--- src/rtl/fetch_queue.sv ---
// Front-end fetch stage: steps the PC through instruction memory and buffers
// fetched words in an in-order circular queue.
// The head entry is presented pre-decoded to the issue stage over a valid/ready handshake.
module fetch_queue #(
    parameter int INSTR_W  = 16,
    parameter int PC_W     = 4,
    parameter int DEPTH    = 4,
    parameter int PROG_LEN = 16
) (
    input  logic                     clk,
    input  logic                     rst,
    input  logic                     fetch_en,
    output logic [PC_W-1:0]          imem_addr,
    input  logic [INSTR_W-1:0]       imem_data,
    input  logic                     flush,
    input  logic [PC_W-1:0]          flush_pc,
    output logic                     iq_valid,
    input  logic                     iq_ready,
    output logic [INSTR_W-1:0]       iq_instr,
    output logic [PC_W-1:0]          iq_pc,
    output logic [3:0]               iq_op,
    output logic [3:0]               iq_rd,
    output logic [3:0]               iq_rs1,
    output logic [3:0]               iq_rs2,
    output logic                     iq_illegal,
    output logic [$clog2(DEPTH):0]   iq_count,
    output logic                     fetch_done
);

    localparam int PTR_W = $clog2(DEPTH);
    localparam int CNT_W = PTR_W + 1;
    // One extra bit so PROG_LEN == 2**PC_W is still reachable as an end address.
    localparam logic [PC_W:0] PROG_END = (PC_W+1)'(PROG_LEN);

    logic [PC_W-1:0]    pc_q, pc_d;
    logic               done_q, done_d;
    logic [PTR_W-1:0]   head_q, head_d, tail_q, tail_d;
    logic [CNT_W-1:0]   count_q, count_d;
    logic [INSTR_W-1:0] instr_mem_q [DEPTH];
    logic [PC_W-1:0]    pc_mem_q [DEPTH];

    logic               has_entry;
    logic               push;
    logic               pop;
    logic [PC_W:0]      pc_inc;
    logic [INSTR_W-1:0] head_instr;

    assign has_entry = (count_q != '0);
    assign pop       = has_entry & iq_ready & ~flush;
    assign push      = fetch_en & ~done_q & ~flush & ((count_q < CNT_W'(DEPTH)) | pop);
    assign pc_inc    = {1'b0, pc_q} + (PC_W+1)'(1);

    always_comb begin
        pc_d    = pc_q;
        done_d  = done_q;
        head_d  = head_q;
        tail_d  = tail_q;
        count_d = count_q;
        if (flush) begin
            pc_d    = flush_pc;
            done_d  = ({1'b0, flush_pc} == PROG_END);
            head_d  = '0;
            tail_d  = '0;
            count_d = '0;
        end else begin
            if (push) begin
                pc_d   = pc_inc[PC_W-1:0];
                done_d = (pc_inc == PROG_END);
                tail_d = tail_q + PTR_W'(1);
            end
            if (pop) begin
                head_d = head_q + PTR_W'(1);
            end
            count_d = count_q + CNT_W'(push) - CNT_W'(pop);
        end
    end

    always_ff @(posedge clk) begin
        if (rst) begin
            pc_q    <= '0;
            done_q  <= 1'b0;
            head_q  <= '0;
            tail_q  <= '0;
            count_q <= '0;
        end else begin
            pc_q    <= pc_d;
            done_q  <= done_d;
            head_q  <= head_d;
            tail_q  <= tail_d;
            count_q <= count_d;
        end
    end

    // Payload storage needs no reset: entries are only observed while counted.
    generate
        for (genvar gi = 0; gi < DEPTH; gi++) begin : g_entry
            always_ff @(posedge clk) begin
                if (push && (tail_q == PTR_W'(gi))) begin
                    instr_mem_q[gi] <= imem_data;
                    pc_mem_q[gi]    <= pc_q;
                end
            end
        end
    endgenerate

    assign head_instr = has_entry ? instr_mem_q[head_q] : '0;

    assign imem_addr  = pc_q;
    assign iq_valid   = has_entry;
    assign iq_instr   = head_instr;
    assign iq_pc      = has_entry ? pc_mem_q[head_q] : '0;
    assign iq_op      = head_instr[INSTR_W-1 -: 4];
    assign iq_rd      = head_instr[INSTR_W-5 -: 4];
    assign iq_rs1     = head_instr[INSTR_W-9 -: 4];
    assign iq_rs2     = head_instr[INSTR_W-13 -: 4];
    assign iq_illegal = has_entry & (iq_op > 4'b0101);
    assign iq_count   = count_q;
    assign fetch_done = done_q;

endmodule

--- config.mk ---
export PLATFORM = sky130hd
export DESIGN_NAME = fetch_queue
export DESIGN_NICKNAME = d
export VERILOG_FILES = /design/src/rtl/fetch_queue.sv
export SDC_FILE = /design/constraint.sdc
export NUM_CORES = 1
export LEC_CHECK = 0
export CORE_MARGIN = 1.5
export CORE_UTILIZATION = 30
export DETAILED_ROUTE_END_ITERATION = 8
export PLACE_DENSITY = 0.61
export SLEW_MARGIN = 20
export SYNTH_ARGS = -nofsm -noshare
export SYNTH_HDL_FRONTEND = slang
export SYNTH_SLANG_ARGS = --single-unit
export TNS_END_PERCENT = 1
--- constraint.sdc ---
create_clock -name clk -period 2.6 [get_ports clk]
set_clock_uncertainty 0.1 [all_clocks]
set_input_delay 0.52 -clock clk [delete_from_list [all_inputs] [get_ports clk]]
set_output_delay 0.52 -clock clk [all_outputs]
set_load 0.005 [all_outputs]
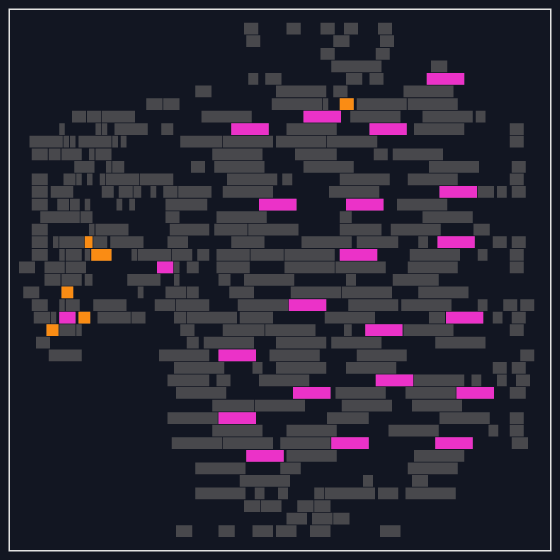
Fig. 1. Selected gate families (run 1).
Key: mux cells = magenta [cells 22]; aoi and oai cells = orange [cells 6, where middle left]
Layout Cells excl Fill: 474
combinational share of cell area: 19.9%
highest-count logic cell in the final layout: edfxtp_1

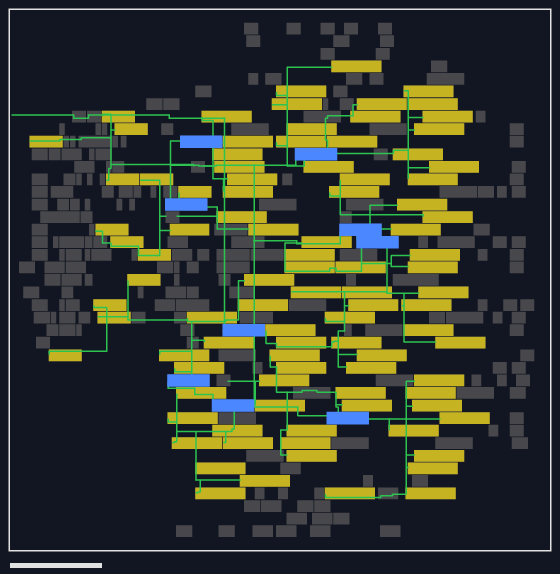
Fig. 2. Clock network drawn from the DEF (run 1).
Bar = 20 um.
Key: flip-flops = yellow [count 94]; clock wires = green [length 1020 um]; clock-net drivers = blue [count 9]
There are 10 routed clock nets.
Power Clock: 1.18 mW
clock latency at the later pin of the worst-skew pair: 0.33 ns
clock network power share: 38.3%

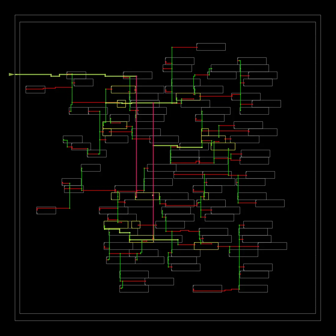
Fig. 3. The clock network (run 1).
CLK BUF: 9
CTS Buf Count: 9
clock sink count: 94

==> impl_metrics.json, run 1 <==
{
  "nWellTaps": 172,
  "max_freq_mhz": 395,
  "grtUsageTotal_pct": 11.3,
  "final_max_slew_viol_count": 0,
  "synthCells": 222,
  "max-clock-path-buffers": 2,
  "outcome": "completed",
  "syn_avg_cell_area_um2": 17.5,
  "logic_gate_count": 95,
  "drc": 0,
  "crit_path_end_kind": "output port",
  "synth_area_mm2": 0.00389,
  "antenna_found_initial": 0,
  "grt_first_pass_wirelength_um": 11100,
  "cts_max_level": 3,
  "yosys_area_mm2": 0.00389,
  "dpl.cell_count": 457,
  "xor_area_share_pct": 1.80,
  "required_ns": 1.98,
  "fp_util_pct": 30.9,
  "grt_max_degree": 23
}
## run 1: cells in the mapped netlist
| library cell | count |
|---|---|
| a211oi_1 | 3 |
| a211oi_2 | 1 |
| a21oi_1 | 2 |
| and2_1 | 20 |
| and2_2 | 4 |
| and4bb_2 | 1 |
| buf_2 | 1 |
| buf_4 | 17 |
| buf_6 | 1 |
| clkbuf_1 | 4 |
| dfxtp_1 | 14 |
| edfxtp_1 | 80 |
| fa_1 | 1 |
| ha_1 | 7 |
| inv_1 | 10 |
| mux2i_1 | 2 |
| mux4_2 | 20 |
| nand2_1 | 2 |
| nand3_1 | 2 |
| nor2_1 | 16 |
| nor2b_4 | 1 |
| nor3_1 | 1 |
| nor3b_2 | 1 |
| nor4b_2 | 1 |
| nor4b_4 | 1 |
| or2_2 | 1 |
| xnor2_1 | 6 |
| xor2_1 | 2 |
## run 1: metrics by stage
stage	power, mW	cell area [um2]	TNS [ns]	utilization (%)	worst slack (ns)
floorplan	1.82	3890	0	-	0.196
global placement	1.96	4860	-0.275	38.5	-0.234
detailed placement	1.96	4860	-0.323	38.5	-0.264
CTS	3.14	5140	-0.523	40.7	-0.0715
global route	3.23	5180	-0.0125	41.1	-0.0125
finish	3.09	5180	0	41.1	0.0693
## run 1: cells by family after synthesis
logic type | count (synthesis)
compound gates | 6
xor+xnor | 8
fa+ha+maj | 8
buf+inv | 33
flops | 94
mux | 22
simple gates | 51
## run 1: repair_timing
item,4_1_cts,5_1_grt
pin swaps,0,0
buffers inserted,0,1
resized,35,11
endpoints found under the hold margin,0,0
cloned,1,0
endpoints found under the setup margin,37,10
## run 1: where the power goes
| group | switching, mW | internal (mW) | total, mW |
|---|---|---|---|
| Sequential | 0.0185 | 1.66 | 1.68 |
| Clock | 0.536 | 0.648 | 1.18 |
| Combinational | 0.0921 | 0.136 | 0.228 |
| Total | 0.646 | 2.45 | 3.09 |
## run 1: flip-flops by register name, indices dropped and copies added (netlist names), named ones only
register	cells
fetch_done	1
head_q	2
imem_addr	4
instr_mem_q	64
iq_count	3
pc_mem_q	16
tail_q	2
## run 1: worst paths after layout
| kind | start | end | depth (start not counted) |
|---|---|---|---|
| worst min-delay path | head_q[0] | head_q[0] | 2 |
| worst min register to register | head_q[0] | head_q[0] | 2 |
| worst max-delay path | flop | iq_pc[0] | 5 |
| worst max register to register | iq_count[2] | iq_count[2] | 10 |
## run 1: metal layers
metal / track usage [%] / share of wire, % / vias to the layer above
met2: 18.8 / 50 / 51
met4: 4.10 / 1.4 / 0
met3: 3.09 / 4.3 / 6
met5: 0 / 0 / -
met1: 14.2 / 44 / 1053
li1: - / - / 970
## run 1: worst max-delay path, stage by stage, from the launching register on
cell	delay (ns)
dfxtp_4	0.37
buf_4	0.14
buf_16	0.13
mux4_2	0.50
and2_1	0.18
dlygate4sd2_1	0.26
--- run 2 (diff from run 1) ---
Settings changed: GPL_ROUTABILITY_DRIVEN set to 0, HOLD_SLACK_MARGIN set to 0.15.
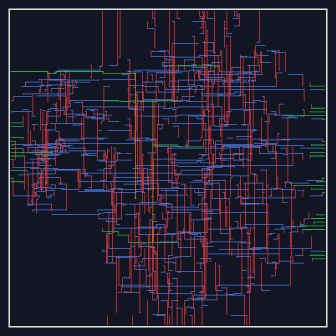
Fig. 4. Signal wires by layer (run 2).
Key: M2 = red [wire length 3560 um]; M4 = orange [wire length 98.6 um]; M1 = blue [wire length 3100 um]; M3 = green [wire length 305 um]
Total GRT Usage: 11.3%
Routed WL: 7060 um
vias: 2080
drt wl/cell: 14.9 um

==> run 2 against run 1 <==
Against the previous run: worst hold slack unchanged; final area unchanged; global-route usage unchanged; via count is the same; largest cell class unchanged; maximum frequency did not move; sequential share of layout area did not move; register-to-register slack about the same; total power is the same; wire length did not move; critical endpoint unchanged; non-clock buffer count is the same; core utilization unchanged.
==> impl_metrics.json, run 2 <==
{
  "post-route-worst-setup-slack_ns": 0.0693,
  "cts_inserted_buffers": 9,
  "final_core_utilization_pct": 41.1,
  "synthCells": 222,
  "grt_max_degree": 23,
  "synth_top_flop_cell": "edfxtp_1",
  "r2r_end": "iq_count[2]",
  "chipHeight_um": 117,
  "regMostFlops": "instr_mem_q",
  "path_cells": "buf_4 > buf_16 > mux4_2 > and2_1 > dlygate4sd2_1",
  "yosys_area_mm2": 0.00389,
  "required_ns": 1.98,
  "layout_top_cell": "edfxtp_1",
  "antenna_found_initial": 0,
  "synth_area_mm2": 0.00389,
  "synthTopCellsByCount": "80 x edfxtp_1, 20 x and2_1, 20 x mux4_2, 17 x buf_4, 16 x nor2_1",
  "synth.most_common_cell": "edfxtp_1",
  "final_cells": 474,
  "cts.sinks": 94,
  "path_class": "flop to output port",
  "max-clock-path-buffers": 2,
  "grt_first_pass_wirelength_um": 11100,
  "fp_util_pct": 30.9,
  "max_freq_mhz": 395,
  "max_stage_delay_ns": 0.50,
  "largest_register_ffs": 64,
  "cpMaxStageDelayCell": "mux4_2",
  "final_max_slew_viol_count": 0,
  "pre_cts_ws_ns": -0.264,
  "fin_area_mm2": 0.00518,
  "outcome": "completed",
  "crit_path_end_kind": "output port",
  "finalPower_mw": 3.09,
  "syn_avg_cell_area_um2": 17.5,
  "relSlewSlack_pct": 78.4,
  "drc": 0
}
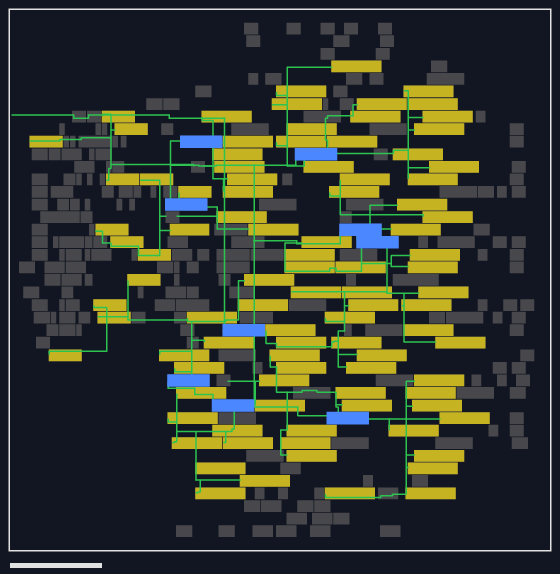
Fig. 5. Clock network drawn from the DEF (run 2).
Bar = 20 um.
Key: clock-net drivers = blue [count 9]; flip-flops = yellow [count 94]; clock wires = green [length 1020 um]
There are 10 routed clock nets.

==> run 2: cell counts after synthesis <==
Identical to the previous run, type by type.
==> run 2: routing by layer <==
metal	wire length, um	global-route usage (%)
met4	98	4.10
met3	304	3.09
met2	3560	18.8
met1	3100	14.2
met5	0	0
==> run 2: worst min path at each step <==
stage / startpoint / endpoint / slack, ns / cells past startpoint
2_1_floorplan: head_q[1] / flop / 0.38 / 2
4_1_cts: head_q[1] / head_q[1] / 0.44 / 2
5_1_grt: head_q[1] / flop / 0.47 / 2
6_report: head_q[0] / head_q[0] / 0.43 / 2
3_3_place_gp: head_q[1] / head_q[1] / 0.41 / 2
3_5_place_dp: head_q[1] / head_q[1] / 0.42 / 2
==> run 2: timing repair <==
item                       CTS  global route
setup endpoints to repair   37            10
buffers inserted             0             1
gates resized               35            11
cloned                       1             0
==> run 2: cell type report <==
| cell class | instances | area (um2) |
|---|---|---|
| clock buffer | 9 | 225 |
| clock inverter | 6 | 47.5 |
| fill | 1185 | 7440 |
| inverter | 10 | 37.5 |
| multi-input combinational | 95 | 1030 |
| sequential | 94 | 2690 |
| tap | 172 | 215 |
| timing repair buffer | 88 | 938 |
==> run 2: critical path, delay by kind of cell, from the launching register on <==
family | cells | cell delay, ns
and+or+nand+nor | 1 | 0.18
buffers and inverters | 3 | 0.53
DFF | 1 | 0.37
muxes | 1 | 0.50
==> run 2: cell families after synthesis <==
kind of cell	synth area share [%]
mux	12.1
simple gates	8.26
flops	68.9
xor+xnor	1.80
fa+ha+maj	2.76
compound gates	1.16
buf+inv	5.04
==> run 2: report_power, final <==
group	switching (mW)	internal, mW
Clock	0.536	0.648
Sequential	0.0185	1.66
Combinational	0.0921	0.136
Total	0.646	2.45
==> run 2: through the flow <==
stage / hold slack (ns) / setup TNS (ns)
detailed placement: 0.419 / -0.323
floorplan: 0.385 / 0
global placement: 0.406 / -0.275
finish: 0.431 / 0
CTS: 0.438 / -0.523
global route: 0.474 / -0.0125
--- run 3 (diff from run 2) ---
Settings changed: CORE_MARGIN 1.5 to 2.
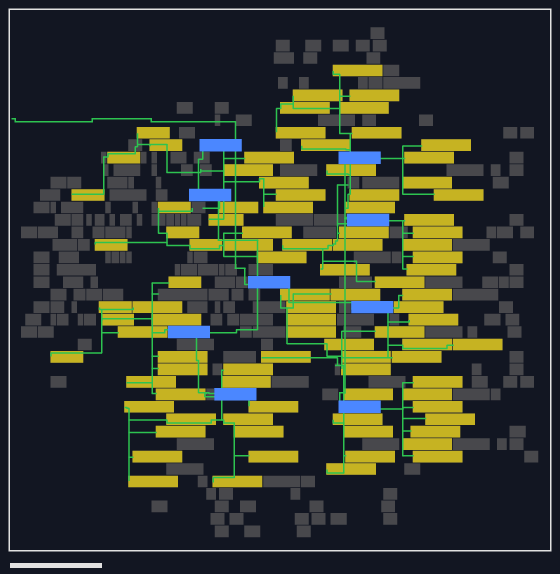
Fig. 6. Clock network drawn from the DEF (run 3).
Bar = 20 um.
Key: clock-net drivers = blue [count 9]; flip-flops = yellow [count 94]; clock wires = green [length 1000 um]
There are 10 routed clock nets.
Power Clock: 1.26 mW
clock network power share: 39.6%

==> run 3 against run 2 <==
Against the previous run: non-clock buffer count rose by 7; combinational power hardly changed; sequential power is essentially flat; sequential share of layout area fell by 0.58 points; maximum frequency barely moved; critical path type unchanged.
==> impl_metrics.json, run 3 <==
{
  "synth_top_flop_cell": "edfxtp_1",
  "drt-total-wl_um": 7100,
  "hp-start": "head_q[0]",
  "r2r_end": "iq_count[2]",
  "syn_avg_cell_area_um2": 17.5,
  "vias": 2072,
  "holdPathStages": 2,
  "max_freq_mhz": 395,
  "grt_first_pass_wirelength_um": 11300,
  "synthTopCellsByCount": "80 x edfxtp_1, 20 x and2_1, 20 x mux4_2, 17 x buf_4, 16 x nor2_1",
  "post-route-worst-setup-slack_ns": 0.0685,
  "fin_setup_tns_ns": 0,
  "hold_end": "head_q[0]",
  "cts.sinks": 94,
  "final_max_slew_viol_count": 0,
  "pwr-share-comb_pct": 7.3,
  "largest_register_ffs": 64,
  "required_ns": 1.98,
  "fp_util_pct": 30.7,
  "max-clock-path-buffers": 2,
  "grtUsageTotal_pct": 10.7,
  "drc": 0,
  "outcome": "completed",
  "layout_top_cell": "edfxtp_1",
  "switching_share_pct": 19.9,
  "pre_cts_ws_ns": -0.286
}
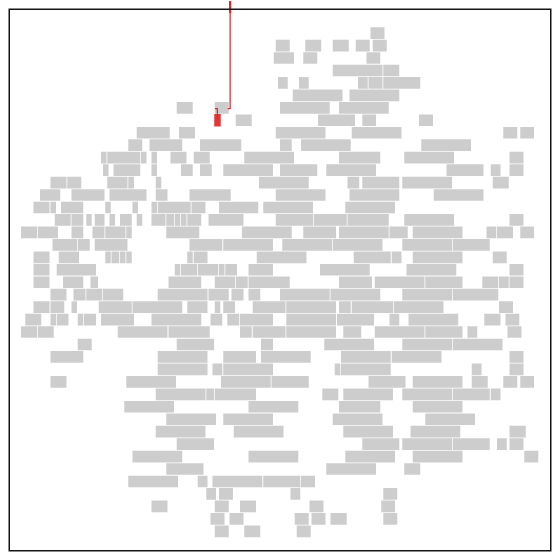
Fig. 7. Wires at chosen ports, followed through buffers (run 3).
Key: iq_illegal = red [bits 1, direction output, end cells 1, buffers 1, wire 24.2 um]
IO Pins: 71
IO buf count: 70

## run 3: worst max path at each step
stage	end	slack, ns	from
6_report	iq_instr[6]	0.07	flop
3_5_place_dp	iq_count[2]	-0.29	iq_ready
3_3_place_gp	iq_count[2]	-0.24	iq_ready
2_1_floorplan	iq_count[2]	0.20	flush
5_1_grt	iq_instr[8]	0.009	flop
4_1_cts	iq_instr[9]	-0.06	flop
## run 3: power by group through the flow
stage / logic [mW] / clock network (mW) / registers (mW)
after CTS: 0.234 / 1.29 / 1.68
after global placement: 0.242 / 0 / 1.71
after global routing: 0.255 / 1.35 / 1.69
after detailed placement: 0.244 / 0 / 1.72
final: 0.231 / 1.26 / 1.68
after floorplan: 0.106 / 0 / 1.71
## run 3: kinds of logic (layout without fill, tap and decap cells)
group	Yosys count	in the layout	share of synthesized area [%]
flops	94	94	68.9
simple gates	51	51	8.26
buf+inv	33	120	5.04
mux	22	22	12.1
fa+ha+maj	8	8	2.76
xor+xnor	8	8	1.80
compound gates	6	6	1.16
## run 3: worst max-delay path, cell delays in order (launching register included)
cell           delay [ns]
dfxtp_4              0.41
buf_4                0.13
buf_8                0.12
mux4_2               0.50
and2_4               0.17
dlygate4sd2_1        0.25
## run 3: layout make-up
cell class              count  area [um2]
clock buffers               9         225
clock inverters             6        62.6
fillers                  1175        7430
inverters                  10        37.5
multi-input cells          95        1040
flip-flops and latches     94        2690
well taps                 172         215
repair buffers             95         971
## run 3: timing repair
| action | 4_1_cts | 5_1_grt |
|---|---|---|
| setup endpoints to repair | 37 | 2 |
| buffers inserted | 2 | 4 |
| gates cloned | 1 | 0 |
| hold buffers | 0 | 0 |
| pin swaps | 1 | 0 |
| resized | 45 | 8 |
## run 3: metal layers
layer | track usage, % | wire, um | vias up
met5 | 0 | 0 | -
met4 | 4.74 | 92 | 0
met3 | 2.13 | 314 | 8
met2 | 19.1 | 3770 | 55
met1 | 12.3 | 2920 | 1029
li1 | - | - | 980
## run 3: stage by stage
stage	hold slack [ns]	instances	area, um2
finish	0.442	481	5240
global route	0.465	481	5240
CTS	0.438	477	5180
detailed placement	0.422	459	4850
global placement	0.412	459	4850
floorplan	0.385	222	3890
Power is estimated from default activity; no workload was simulated.
